### src/rtl/hazard_pkg.sv
// Shared types and constants for the hazard light sequencer: states, wind modes,
// LED patterns and the pattern-step transition function.
package hazard_pkg;

    typedef enum logic [2:0] {
        S_CALM_A,
        S_CALM_B,
        S_L,
        S_M,
        S_R
    } state_t;

    localparam logic [1:0] MODE_CALM = 2'b00;
    localparam logic [1:0] MODE_RL   = 2'b01;
    localparam logic [1:0] MODE_LR   = 2'b10;
    localparam logic [1:0] MODE_ILL  = 2'b11;

    localparam logic [2:0] LIGHTS_CALM_A = 3'b101;
    localparam logic [2:0] LIGHTS_CALM_B = 3'b010;
    localparam logic [2:0] LIGHTS_L      = 3'b100;
    localparam logic [2:0] LIGHTS_M      = 3'b010;
    localparam logic [2:0] LIGHTS_R      = 3'b001;

    // Next pattern for one step; mode is already resolved, so MODE_ILL never arrives here.
    function automatic state_t next_state(state_t cur, logic [1:0] mode);
        state_t nxt;
        nxt = S_CALM_A;
        case (mode)
            MODE_RL: begin
                case (cur)
                    S_R:     nxt = S_M;
                    S_M:     nxt = S_L;
                    S_L:     nxt = S_R;
                    default: nxt = S_R;
                endcase
            end
            MODE_LR: begin
                case (cur)
                    S_L:     nxt = S_M;
                    S_M:     nxt = S_R;
                    S_R:     nxt = S_L;
                    default: nxt = S_L;
                endcase
            end
            default: begin
                nxt = (cur == S_CALM_A) ? S_CALM_B : S_CALM_A;
            end
        endcase
        return nxt;
    endfunction

    function automatic logic [2:0] lights_of(state_t s);
        logic [2:0] pat;
        case (s)
            S_CALM_A: pat = LIGHTS_CALM_A;
            S_CALM_B: pat = LIGHTS_CALM_B;
            S_L:      pat = LIGHTS_L;
            S_M:      pat = LIGHTS_M;
            S_R:      pat = LIGHTS_R;
            default:  pat = LIGHTS_CALM_A;
        endcase
        return pat;
    endfunction

endpackage

### src/rtl/hazard_light_ctrl_sync2.sv
// Width-parameterised two-flop synchronizer with asynchronous active-low reset to 0.
module sync2 #(
    parameter int WIDTH = 1
) (
    input  logic             clk,
    input  logic             reset_n,
    input  logic [WIDTH-1:0] d,
    output logic [WIDTH-1:0] q
);

    logic [WIDTH-1:0] meta;

    always_ff @(posedge clk or negedge reset_n) begin
        if (!reset_n) begin
            meta <= '0;
            q    <= '0;
        end else begin
            meta <= d;
            q    <= meta;
        end
    end

endmodule

### src/rtl/hazard_light_ctrl.sv
// Hazard light sequencer: synchronizes the wind switches and steps a Moore LED pattern
// once per TICK_DIV cycles. Optional HAZARD_FREEZE_EN adds a freeze input that pauses stepping.
module hazard_light_ctrl
    import hazard_pkg::*;
#(
    parameter int TICK_DIV = 4
) (
    input  logic       clk,
    input  logic       reset_n,
    input  logic [1:0] wind,
`ifdef HAZARD_FREEZE_EN
    input  logic       freeze,
`endif
    output logic [2:0] lights,
    output logic       tick,
    output logic       illegal
);

    localparam int CNT_W = $clog2(TICK_DIV);
    localparam logic [CNT_W-1:0] CNT_MAX = CNT_W'(TICK_DIV - 1);

    logic [1:0]       wind_s;
    logic             hold;
    logic [CNT_W-1:0] cnt;
    logic [1:0]       mode_q;
    logic [1:0]       eff;
    logic             illegal_q;
    state_t           state_q;
    state_t           state_d;

    sync2 #(.WIDTH(2)) u_wind_sync (
        .clk     (clk),
        .reset_n (reset_n),
        .d       (wind),
        .q       (wind_s)
    );

`ifdef HAZARD_FREEZE_EN
    logic freeze_s;

    sync2 #(.WIDTH(1)) u_freeze_sync (
        .clk     (clk),
        .reset_n (reset_n),
        .d       (freeze),
        .q       (freeze_s)
    );

    assign hold = freeze_s;
`else
    assign hold = 1'b0;
`endif

    assign tick = (cnt == CNT_MAX) && !hold;

    always_ff @(posedge clk or negedge reset_n) begin
        if (!reset_n) begin
            cnt <= '0;
        end else if (!hold) begin
            cnt <= (cnt == CNT_MAX) ? '0 : cnt + CNT_W'(1);
        end
    end

    // An illegal switch reading keeps following whichever legal mode was last seen.
    assign eff = (wind_s == MODE_ILL) ? mode_q : wind_s;

    always_ff @(posedge clk or negedge reset_n) begin
        if (!reset_n) begin
            mode_q    <= MODE_CALM;
            illegal_q <= 1'b0;
        end else if (tick) begin
            mode_q    <= eff;
            illegal_q <= (wind_s == MODE_ILL);
        end
    end

    assign illegal = illegal_q;

    always_ff @(posedge clk or negedge reset_n) begin
        if (!reset_n) begin
            state_q <= S_CALM_A;
        end else begin
            state_q <= state_d;
        end
    end

    always_comb begin
        state_d = state_q;
        lights  = lights_of(state_q);
        if (tick) begin
            state_d = next_state(state_q, eff);
        end
    end

endmodule

### config.mk
export PLATFORM = sky130hd
export DESIGN_NAME = hazard_light_ctrl
export DESIGN_NICKNAME = d
export VERILOG_FILES = /design/src/rtl/hazard_pkg.sv /design/src/rtl/hazard_light_ctrl_sync2.sv /design/src/rtl/hazard_light_ctrl.sv
export SDC_FILE = /design/constraint.sdc
export NUM_CORES = 1
export LEC_CHECK = 0
export CAP_MARGIN = 25
export CORE_AREA = 2 2 39 41
export DETAILED_ROUTE_END_ITERATION = 7
export DIE_AREA = 0 0 41 43
export PLACE_DENSITY = 0.77
export SLEW_MARGIN = 20
export SYNTH_ARGS = -nofsm -noshare
export SYNTH_HDL_FRONTEND = slang
export SYNTH_HIERARCHICAL = 1
export SYNTH_SLANG_ARGS = --single-unit
### constraint.sdc
create_clock -name clk -period 2.05 [get_ports clk]
set_clock_uncertainty 0.15 [all_clocks]
set_input_delay 0.41 -clock clk [delete_from_list [all_inputs] [get_ports clk]]
set_output_delay 0.41 -clock clk [all_outputs]
set_load 0.01 [all_outputs]
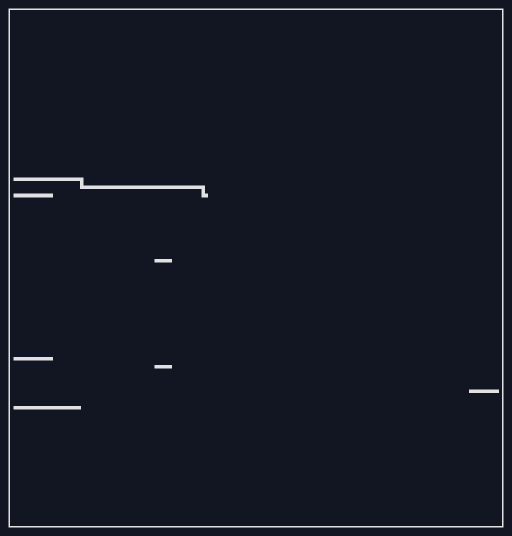
*The metal 3 layer*
Scale: 12 px per µm.
The layer holds 3.0% of the routed length. The longest straight run is 10.1 µm. 6 nets have wire on it.

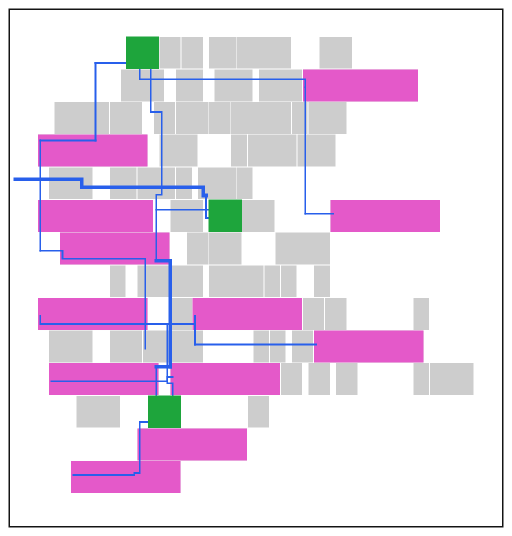
*Routed clock nets over the placement*
Scale: 12 px per µm.
Key: green = cells driving clock nets [count 3]; magenta = flip-flops [count 12]; blue = clock wires [length 186 µm]
There are 4 routed clock nets.

==> flow_summary_export.csv <==
group,metric,value,unit
finish,layout_top_cells,"10 x dfrtp_1, 6 x inv_1, 6 x a21oi_1",
logic_synthesis,ys_sh_mux,0.0459,
finish,largest_cell_class,"flip-flops and latches",
pwr,power.leakage,0.354,nW
logic_synthesis,ys.flops,12,
logic_synthesis,ys_top_cells_by_area,"dfrtp_1 52%, ha_1 6.6%, a21oi_1 5.2%",
logic_synthesis,yosys_warnings,6,
pwr,comb_power,0.201,mW
drt,ant_nets,0,
drt,drtIter0Drc,9,
pwr,seq_power_share,0.413,
pwr,p_comb_frac,0.298,
finish,clock_cell_area_share,0.0488,
critical_path,arrival,1.36,ns
final_timing,worst_slack,0.134,ns
pwr,p_seq,0.278,mW
finish,nClkBuffers,4,
floorplan,io_pins,9,
clocking,ctsHoldBuffers,0,
logic_synthesis,synth_cell_types,22,
critical_path,cp-start-kind,"register",
pwr,internal_power,0.476,mW
run_status,outcome,"completed",
logic_synthesis,netlist_instances,55,
global_route,grt_pass1_wl,1840,µm
finish,final-comb-area,244,µm²
logic_synthesis,top_cell_area_share,0.524,
clocking,root_buffer,"clkbuf_4",
floorplan,num_tap_cells,16,
finish,nonClkBufAreaFrac,0.158,
final_timing,period_minus_slack,1.92,ns
final_timing,maxSlewHeadroom,0.658,
global_route,grt_max_degree,13,
critical_path,r2r-end,"state_q[1]$_DFFE_PN0P_",
critical_path,path_class,"reg -> out",
final_timing,fmax,522,MHz
logic_synthesis,xor_area_frac,0.0153,
logic_synthesis,synth_area,573,µm²
finish,finalNetCount,78,
global_route,grt_pass1_vias,450,
pwr,p_sw,0.197,mW
logic_synthesis,ff_type,"dfrtp_1",
worst_hold_path,hp-class,"reg -> reg",
finish,layout.cells.non_filler,86,
logic_synthesis,largest_area_cell,"dfrtp_1",
logic_synthesis,topCombFamilyByArea,"AND-OR/OR-AND gates",
floorplan,rows,14,
pwr,powerClk,0.194,mW
clocking,clk_latency,0.28,ns
logic_synthesis,fp_nets,62,
floorplan,chipArea,1760,µm²
finish,design_area,743,µm²
final_timing,setup_viol,0,
final_timing,setup_tns,0,ns
finish,drive_above_1_share,0.229,
clocking,clk_pin_slew_worst_paths,0.08,ns
critical_path,setup.worst_path.start,"cnt[0]$_DFF_PN0_",
finish,nNonClkBuffers,13,
finish,fillCellCount,127,
final_timing,tightest_slew,0.511,ns
logic_synthesis,yosysChipArea,573,µm²
final_timing,post-route-period-util,0.934,
drt,via_per_inst,5.09,
clocking,cts_sinks,12,
finish,logic_gate_count,35,
logic_synthesis,async_flop_share,1.00,
pwr,swShare,0.293,
clocking,cts_buffers,3,
pwr,clkPwrFrac,0.288,
drt,drt_first_pass_iters,4,
pwr,power_leader,"sequential cells",
final_timing,hold_viol,0,
clocking,h-tree-depth,1,
logic_synthesis,ys_cells,55,
finish,regArea,303,µm²
pwr,powerDensity,906,nW/µm²
critical_path,cp_max_fo,2,
placed_design,pre_cts_ws,0.195,ns
critical_path,cp.required,1.49,ns
floorplan,die_h,43,µm
finish,flop-count,12,
logic_synthesis,simple_gate_share,0.140,
placed_design,routabilityCongestion,0.805,
critical_path,reg2regPathDepth,8,
logic_synthesis,ys_seq_frac,0.524,
critical_path,slowest_delay,0.48,ns
placed_design,io_buffers,8,
logic_synthesis,synth-edff-count,0,
critical_path,worstPathCellList,"ha_1 -> clkdlybuf4s50_1",
placed_design,dpl-instance-area,679,µm²
critical_path,critical_path.slowest_cell,"clkdlybuf4s50_1",
logic_synthesis,most_common_cell,"dfrtp_1",
final_timing,rsz0062_at_grt,"no",
clocking,cts_buffer_depth,2,
placed_design,hpwl,731,µm
pwr,vdd.ir_drop.worst,0.485,mV
finish,post-route-util,0.537,
finish,sh_seq_area,0.407,
drt,drc_errors,0,
drt,wirelength,1090,µm
critical_path,crit_path_end,"tick",
finish,inv_count,6,
logic_synthesis,ys_sh_aoi,0.155,
floorplan,chipWidth,41,µm
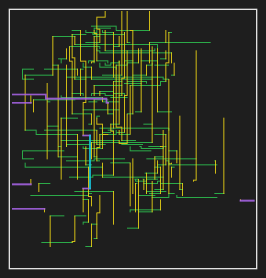
*Wiring by layer*
Scale: 6 px per µm.
Key: purple = met3 [wire length 33.0 µm]; green = met1 [wire length 495 µm]; yellow = met2 [wire length 553 µm]; cyan = met4 [wire length 8.80 µm]
GRT Total Usage: 0.161
Routed wire per std cell: 12.7 µm
Vias: 438

==> worst min-delay path by stage <==
stage                                   from                         end  slack [ns]  cells after the start
4_1_cts        u_wind_sync/meta[0]$_DFF_PN0_  u_wind_sync/q[0]$_DFF_PN0_        0.21                      0
3_5_place_dp   u_wind_sync/meta[0]$_DFF_PN0_  u_wind_sync/q[0]$_DFF_PN0_        0.19                      0
5_1_grt        u_wind_sync/meta[1]$_DFF_PN0_  u_wind_sync/q[1]$_DFF_PN0_        0.22                      0
3_3_place_gp   u_wind_sync/meta[0]$_DFF_PN0_  u_wind_sync/q[0]$_DFF_PN0_        0.18                      0
6_report       u_wind_sync/meta[1]$_DFF_PN0_  u_wind_sync/q[1]$_DFF_PN0_        0.21                      0
2_1_floorplan                        reset_n            cnt[0]$_DFF_PN0_       -0.04                      0
==> sequential cells by signal, summed over array words and instances, names as in the netlist <==
signal,flops
cnt,2
illegal,1
mode_q,2
state_q,3
u_wind_sync/meta,2
u_wind_sync/q,2
==> metal layers <==
layer,track usage,part of all wire
met1,0.194,0.45
met2,0.241,0.51
met3,0.0471,0.029
met4,0.100,0.0073
met5,0,0
==> per-stage QoR <==
stage	power, mW	hold slack (ns)
after CTS	0.683	0.209
final	0.673	0.207
after floorplan	0.386	-0.0356
after detailed placement	0.474	0.191
after global placement	0.465	0.182
after global routing	0.706	0.222
==> what timing repair did <==
| item | in CTS | in global routing |
|---|---|---|
| endpoints found under the setup margin | 3 | 1 |
| hold endpoints to repair | 0 | 0 |
| setup buffers | 3 | 0 |
| resized | 5 | 1 |
==> worst max-delay path, delay by kind of cell (launching register included) <==
| kind | cells | cell delay [ns] |
|---|---|---|
| buffers and inverters | 1 | 0.48 |
| DFF | 1 | 0.39 |
| adders and majority gates | 1 | 0.21 |
No activity file was given, so power comes from the tool's default toggle rates.
